**config.mk**
```make
export PLATFORM = sky130hd
export DESIGN_NAME = jk_bank_sequencer_flat
export DESIGN_NICKNAME = d
export VERILOG_FILES = /design/src/rtl/jk_bank_sequencer_pkg.sv /design/src/rtl/jk_bank_sequencer_if.sv /design/src/rtl/jk_bank_sequencer_cell.sv /design/src/rtl/jk_bank_sequencer.sv /design/src/flat_wrapper.sv
export SDC_FILE = /design/constraint.sdc
export NUM_CORES = 1
export LEC_CHECK = 0
export ABC_AREA = 1
export CAP_MARGIN = 20
export CORE_ASPECT_RATIO = 0.9
export CORE_MARGIN = 3
export CORE_UTILIZATION = 46
export DETAILED_ROUTE_END_ITERATION = 8
export GPL_ROUTABILITY_DRIVEN = 0
export PLACE_DENSITY = 0.72
export SLEW_MARGIN = 20
export SYNTH_ARGS = -nofsm -noshare
export SYNTH_HDL_FRONTEND = slang
export SYNTH_SLANG_ARGS = --single-unit
```
**constraint.sdc**
```tcl
create_clock -name clk -period 1.4 [get_ports clk]
set_clock_uncertainty 0.05 [all_clocks]
set_input_delay 0.28 -clock clk [delete_from_list [all_inputs] [get_ports clk]]
set_output_delay 0.28 -clock clk [all_outputs]
set_load 0.01 [all_outputs]
```
**src/rtl/jk_bank_sequencer_pkg.sv**
```systemverilog
// jk_seq_pkg: op/state encodings and the JK next-state equation
package jk_seq_pkg;
    typedef logic [1:0] op_t;
    localparam op_t OP_SET = 2'b00, OP_CLR = 2'b01, OP_TGL = 2'b10, OP_CNT = 2'b11;
    localparam logic [1:0] S_IDLE = 2'b00, S_RUN = 2'b01, S_DONE = 2'b10;
    function automatic logic jk_next(input logic j, input logic k, input logic q);
        return (j & ~q) | (~k & q);
    endfunction
endpackage

```
**src/rtl/jk_bank_sequencer_if.sv**
```systemverilog
// jk_bank_sequencer_if: command handshake plus bank state/status
interface jk_bank_sequencer_if #(parameter int WIDTH = 8, parameter int CNT_W = 8);
    import jk_seq_pkg::*;
    logic             cmd_valid;
    logic             cmd_ready;
    op_t              cmd_op;
    logic [WIDTH-1:0] cmd_mask;
    logic [CNT_W-1:0] cmd_reps;
    logic [WIDTH-1:0] q;
    logic             busy;
    logic             done;
    modport master (output cmd_valid, cmd_op, cmd_mask, cmd_reps, input cmd_ready, q, busy, done);
    modport slave  (input cmd_valid, cmd_op, cmd_mask, cmd_reps, output cmd_ready, q, busy, done);
endinterface

```
**src/rtl/jk_bank_sequencer_cell.sv**
```systemverilog
// jk_cell: single JK flip-flop, sync active-high reset clears q
module jk_cell import jk_seq_pkg::*; (
    input  logic clk,
    input  logic rst,
    input  logic j,
    input  logic k,
    output logic q
);
    always_ff @(posedge clk) q <= rst ? 1'b0 : jk_next(j, k, q);
endmodule

```
**src/rtl/jk_bank_sequencer.sv**
```systemverilog
// jk_bank_sequencer: runs SET/CLR/TOGGLE/COUNT commands on a JK bank for a set number of edges
module jk_bank_sequencer import jk_seq_pkg::*; #(
    parameter int WIDTH = 8,
    parameter int CNT_W = 8
) (
    input logic clk,
    input logic rst,
    jk_bank_sequencer_if.slave bus
);
    logic [1:0]       state;
    op_t              op;
    logic [WIDTH-1:0] mask, q, j, k, t;
    logic [CNT_W-1:0] rem;
    logic             c, run;
    assign run = state == S_RUN;
    assign bus.cmd_ready = ~rst & (state == S_IDLE);
    assign bus.busy = state != S_IDLE;
    assign bus.done = state == S_DONE;
    assign bus.q = q;
    always_ff @(posedge clk) begin
        if (rst) begin
            state <= S_IDLE;
            op <= OP_SET;
            mask <= '0;
            rem <= '0;
        end else if (state == S_IDLE) begin
            if (bus.cmd_valid) begin
                op <= bus.cmd_op;
                mask <= bus.cmd_mask;
                rem <= bus.cmd_reps;
                state <= (bus.cmd_reps == '0) ? S_DONE : S_RUN;
            end
        end else if (run) begin
            rem <= rem - 1'b1;
            if (rem == CNT_W'(1)) state <= S_DONE;
        end else begin
            state <= S_IDLE;
        end
    end
    // t[i] is the ripple-carry toggle enable: all lower bits set
    always_comb begin
        t = '0;
        c = 1'b1;
        for (int b = 0; b < WIDTH; b++) begin
            t[b] = c;
            c = c & q[b];
        end
    end
    always_comb begin
        j = !run ? '0 : (op == OP_SET || op == OP_TGL) ? mask : (op == OP_CNT) ? t : '0;
        k = !run ? '0 : (op == OP_CLR || op == OP_TGL) ? mask : (op == OP_CNT) ? t : '0;
    end
    for (genvar i = 0; i < WIDTH; i++) begin : g_cell
        jk_cell u_cell (.clk(clk), .rst(rst), .j(j[i]), .k(k[i]), .q(q[i]));
    end
endmodule

```
**src/flat_wrapper.sv**
```systemverilog
// flat-port wrapper written by rule: the top's interface ports become plain ports
module jk_bank_sequencer_flat import jk_seq_pkg::*;
#(
    parameter int WIDTH = 8,
    parameter int CNT_W = 8
)
  (clk, rst, bus_cmd_valid, bus_cmd_op, bus_cmd_mask, bus_cmd_reps, bus_cmd_ready, bus_q, bus_busy, bus_done);
  jk_bank_sequencer_if #(.WIDTH(WIDTH), .CNT_W(CNT_W)) bus_i ();
  input logic clk;
  input logic rst;
  input wire logic [$bits(bus_i.cmd_valid)-1:0] bus_cmd_valid;
  input wire logic [$bits(bus_i.cmd_op)-1:0] bus_cmd_op;
  input wire logic [$bits(bus_i.cmd_mask)-1:0] bus_cmd_mask;
  input wire logic [$bits(bus_i.cmd_reps)-1:0] bus_cmd_reps;
  output wire logic [$bits(bus_i.cmd_ready)-1:0] bus_cmd_ready;
  output wire logic [$bits(bus_i.q)-1:0] bus_q;
  output wire logic [$bits(bus_i.busy)-1:0] bus_busy;
  output wire logic [$bits(bus_i.done)-1:0] bus_done;
  assign bus_i.cmd_valid = bus_cmd_valid;
  assign bus_i.cmd_op = bus_cmd_op;
  assign bus_i.cmd_mask = bus_cmd_mask;
  assign bus_i.cmd_reps = bus_cmd_reps;
  assign bus_cmd_ready = bus_i.cmd_ready;
  assign bus_q = bus_i.q;
  assign bus_busy = bus_i.busy;
  assign bus_done = bus_i.done;
  jk_bank_sequencer #(.WIDTH(WIDTH), .CNT_W(CNT_W)) u_core (.clk(clk), .rst(rst), .bus(bus_i));
endmodule
```
Placement by cell class:
The bar under the picture is 20 um long. Fill, decap, tap and diode cells in gray.
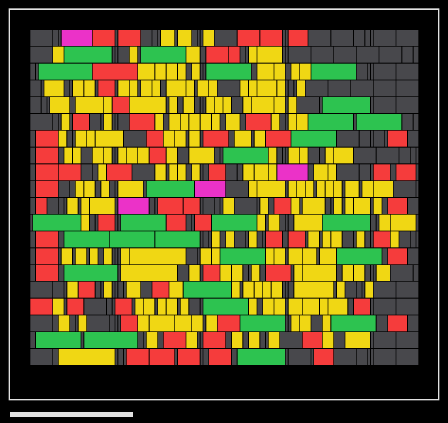
- green: sequential cells (cells 28)
- magenta: clock drivers and dummy loads (cells 4)
- red: remaining buffers and delay cells (cells 61)
- yellow: combinational and other logic (cells 197)

Register map, names as in the netlist:
The bar under the picture is 20 um long. Other sequential cells in the stronger gray, the rest of the logic in the fainter gray.
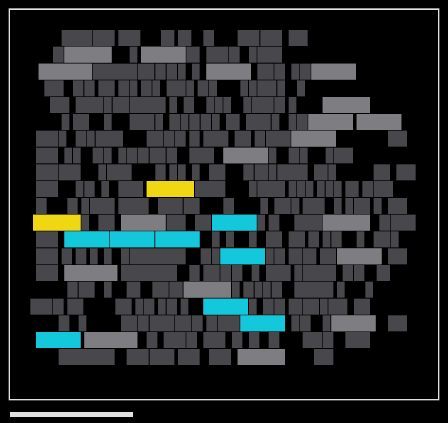
- cyan: u_core.mask (sequential cells 8)
- yellow: u_core.state (sequential cells 2)
FF/Latch Area: 581 um2
sequential power: 990 uW
flop share of the area: 0.246
fin util: 0.689

==> PnR_summary.wiki <==
== Metrics ==
{| class="wikitable"
! Metric !! Value
|-
| End of the worst register-to-register path || u_core.g_cell[6].u_cell.q
|-
| Met2 WL post-DR || 2.02 mm
|-
| Hold Startpoint || u_core.mask[1]
|-
| Leakage power || 0.992 nW
|-
| Peak fanout along the critical path || 3
|-
| Count of placed standard cells including taps || 325
|-
| Clock-pin transition on the worst setup and hold timing paths || 0.10 ns
|-
| RSZ-0062 raised after global routing || true
|-
| Aggregate global-route resource usage || 0.189
|-
| Late-Pin Clk Latency || 0.29 ns
|-
| Number of primary I/O pins || 32
|-
| Number of enable-type register cells in the synthesized netlist || 0
|-
| Core Box Area || 3430 um2
|-
| Result of the run || finished with violations
|-
| Level count of the clock H-tree || 1
|-
| Worst hold path class || reg -> reg
|-
| Post-synthesis share of cell area spent on and, or, nand and nor gates || 0.241
|-
| Number of unique standard cell types used by synthesis || 29
|-
| Placed wire-length estimate after detailed placement || 2.93 mm
|-
| Most numerous logic cell after layout || sky130_fd_sc_hd__nand2_1
|-
| Cell at the root of the clock tree || sky130_fd_sc_hd__clkbuf_8
|-
| Non-clk bufs || 61
|-
| Transition time at the pin with the least slew margin || 0.367 ns
|-
| Endpoints failing hold || 0
|-
| Worst Reg2Reg Path Length in Cells || 9
|-
| Cell class ranked first by area || combinational gates
|-
| Power density of the placed cells || 1090 nW/um2
|-
| First-pass GRT wire length || 6.79 mm
|-
| Routed len/inst || 12.8 um
|-
| Number of warning messages in the logs || 31
|-
| Switching power as a share of total power || 0.354
|-
| Top non-seq family || AND-OR/OR-AND gates
|-
| R2R Setup Slk || -0.04 ns
|-
| Area after DPL || 2120 um2
|-
| Number of tap cells inserted || 44
|-
| Largest net degree at the start of global routing || 17
|-
| Share of power burned in the clock network || 0.201
|-
| Initial cell density of the core || 0.485
|-
| Die extent in x || 69.4 um
|-
| Start of the worst register-to-register path || u_core.op[0]
|-
| Non-clock buffer share of cell area || 0.236
|-
| Gr busiest metal || met2
|-
| Total of fill cells in the finished design || 287
|-
| Non-filler instance count after layout || 334
|-
| Register share of total power || 0.385
|-
| Worst supply voltage drop on vdd || 0.000889 V
|-
| Arrival @ worst endpoint || 1.62 ns
|-
| Post-synth design cell area || 1660 um2
|-
| Fraction of synthesized area in multiplexers || 0
|-
| Hold Path Depth || 2
|-
| Max-cap check violation count || 0
|-
| FF+latch count || 28
|-
| Final Setup Violations || 3
|-
| Overall overflow remaining after global route || 0
|-
| Routed length on met1 || 1.89 mm
|-
| Number of clock buffer instances in the layout || 4
|-
| Failing checks || negative setup slack
|-
| Nets || 317
|-
| Fin crit period || 1.44 ns
|-
| Origin of the worst setup path || u_core.op[0]
|-
| Final hold slack || 0.435 ns
|-
| Average via count per standard cell || 5.18
|-
| Combinational share of cell area || 0.417
|-
| Number of warnings printed during yosys synthesis || 0
|-
| Final instance area || 2360 um2
|-
| CTS resizes || 34
|-
| Post-route setup TNS || -0.0880 ns
|-
| Count of buffers from port buffering || 31
|-
| Worst-case clock buffer depth || 2
|-
| Vertical extent of the die || 63.0 um
|-
| Yosys Chip Area || 1660 um2
|-
| Via Count || 1729
|-
| Cell count after synthesis || 240
|-
| Net switching power of the design || 909 uW
|-
| Post-Route WL || 4.28 mm
|-
| Most popular library cell in the synthesized design by count || sky130_fd_sc_hd__nand2_1
|-
| Gate Area || 985 um2
|-
| Share of cells above drive strength 1 || 0.290
|-
| Termination of the worst setup path || u_core.g_cell[6].u_cell.q
|-
| Worst setup margin || -0.0394 ns
|-
| Compound Share, Synth || 0.243
|-
| Top layer reached by signal wires || met4
|-
| Fraction of met3 tracks used by global routing || 0.0402
|-
| N_diodes || 0
|-
| Category of the worst setup path launch point || register
|-
| Maximum clock frequency || 695 MHz
|-
| Number of buffers inserted by hold repair at cts || 0
|-
| Starting DRT DRC Count || 160
|-
| Number of optimization iterations in the first detailed-route pass || 4
|-
| Antenna violations before repair || 0
|-
| Postcts setup bufs || 2
|-
| Place WS || -0.320 ns
|-
| Most frequently used flop master after synthesis || sky130_fd_sc_hd__dfxtp_1
|-
| Share of the cycle needed by the critical path after routing || 1.03
|-
| Registers with the highest flip-flop counts || u_core.g_cell.u_cell.q (8), u_core.mask (8), u_core.rem (8)
|-
| Cell type with the highest aggregate area in the netlist || sky130_fd_sc_hd__dfxtp_1
|-
| Registers, synthesis || 28
|-
| Total number of multi-input combinational cells || 165
|-
| CTS tree || done
|-
| Number of buffers created by CTS || 3
|-
| Nature of the critical path endpoint || register
|-
| Sequential-to-total area share from yosys stat || 0.337
|-
| Via count of the first global-routing pass || 1529
|-
| Tightest slew margin relative to the limit || 0.755
|}
## power by group through the flow
stage               registers [mW]  clock network [mW]  logic, mW
finish                       0.990               0.515       1.06
global route                  1.00               0.571       1.18
CTS                          0.972               0.519      0.931
floorplan                    0.975                   0      0.562
detailed placement           0.985                   0      0.905
global placement             0.984                   0      0.894
## worst max-delay path, stage by stage, from the launching register on
cell and delay, ns:
sky130_fd_sc_hd__dfxtp_4 0.39, sky130_fd_sc_hd__inv_4 0.05, sky130_fd_sc_hd__buf_6 0.11, sky130_fd_sc_hd__ha_4 0.15, sky130_fd_sc_hd__nor2_4 0.15, sky130_fd_sc_hd__buf_4 0.14, sky130_fd_sc_hd__nor2_1 0.04, sky130_fd_sc_hd__nor3_2 0.10
sky130_fd_sc_hd__nand2_1 0.08, sky130_fd_sc_hd__a21oi_2 0.12
Power figures rest on the tool's default switching activity, not on a simulated workload.
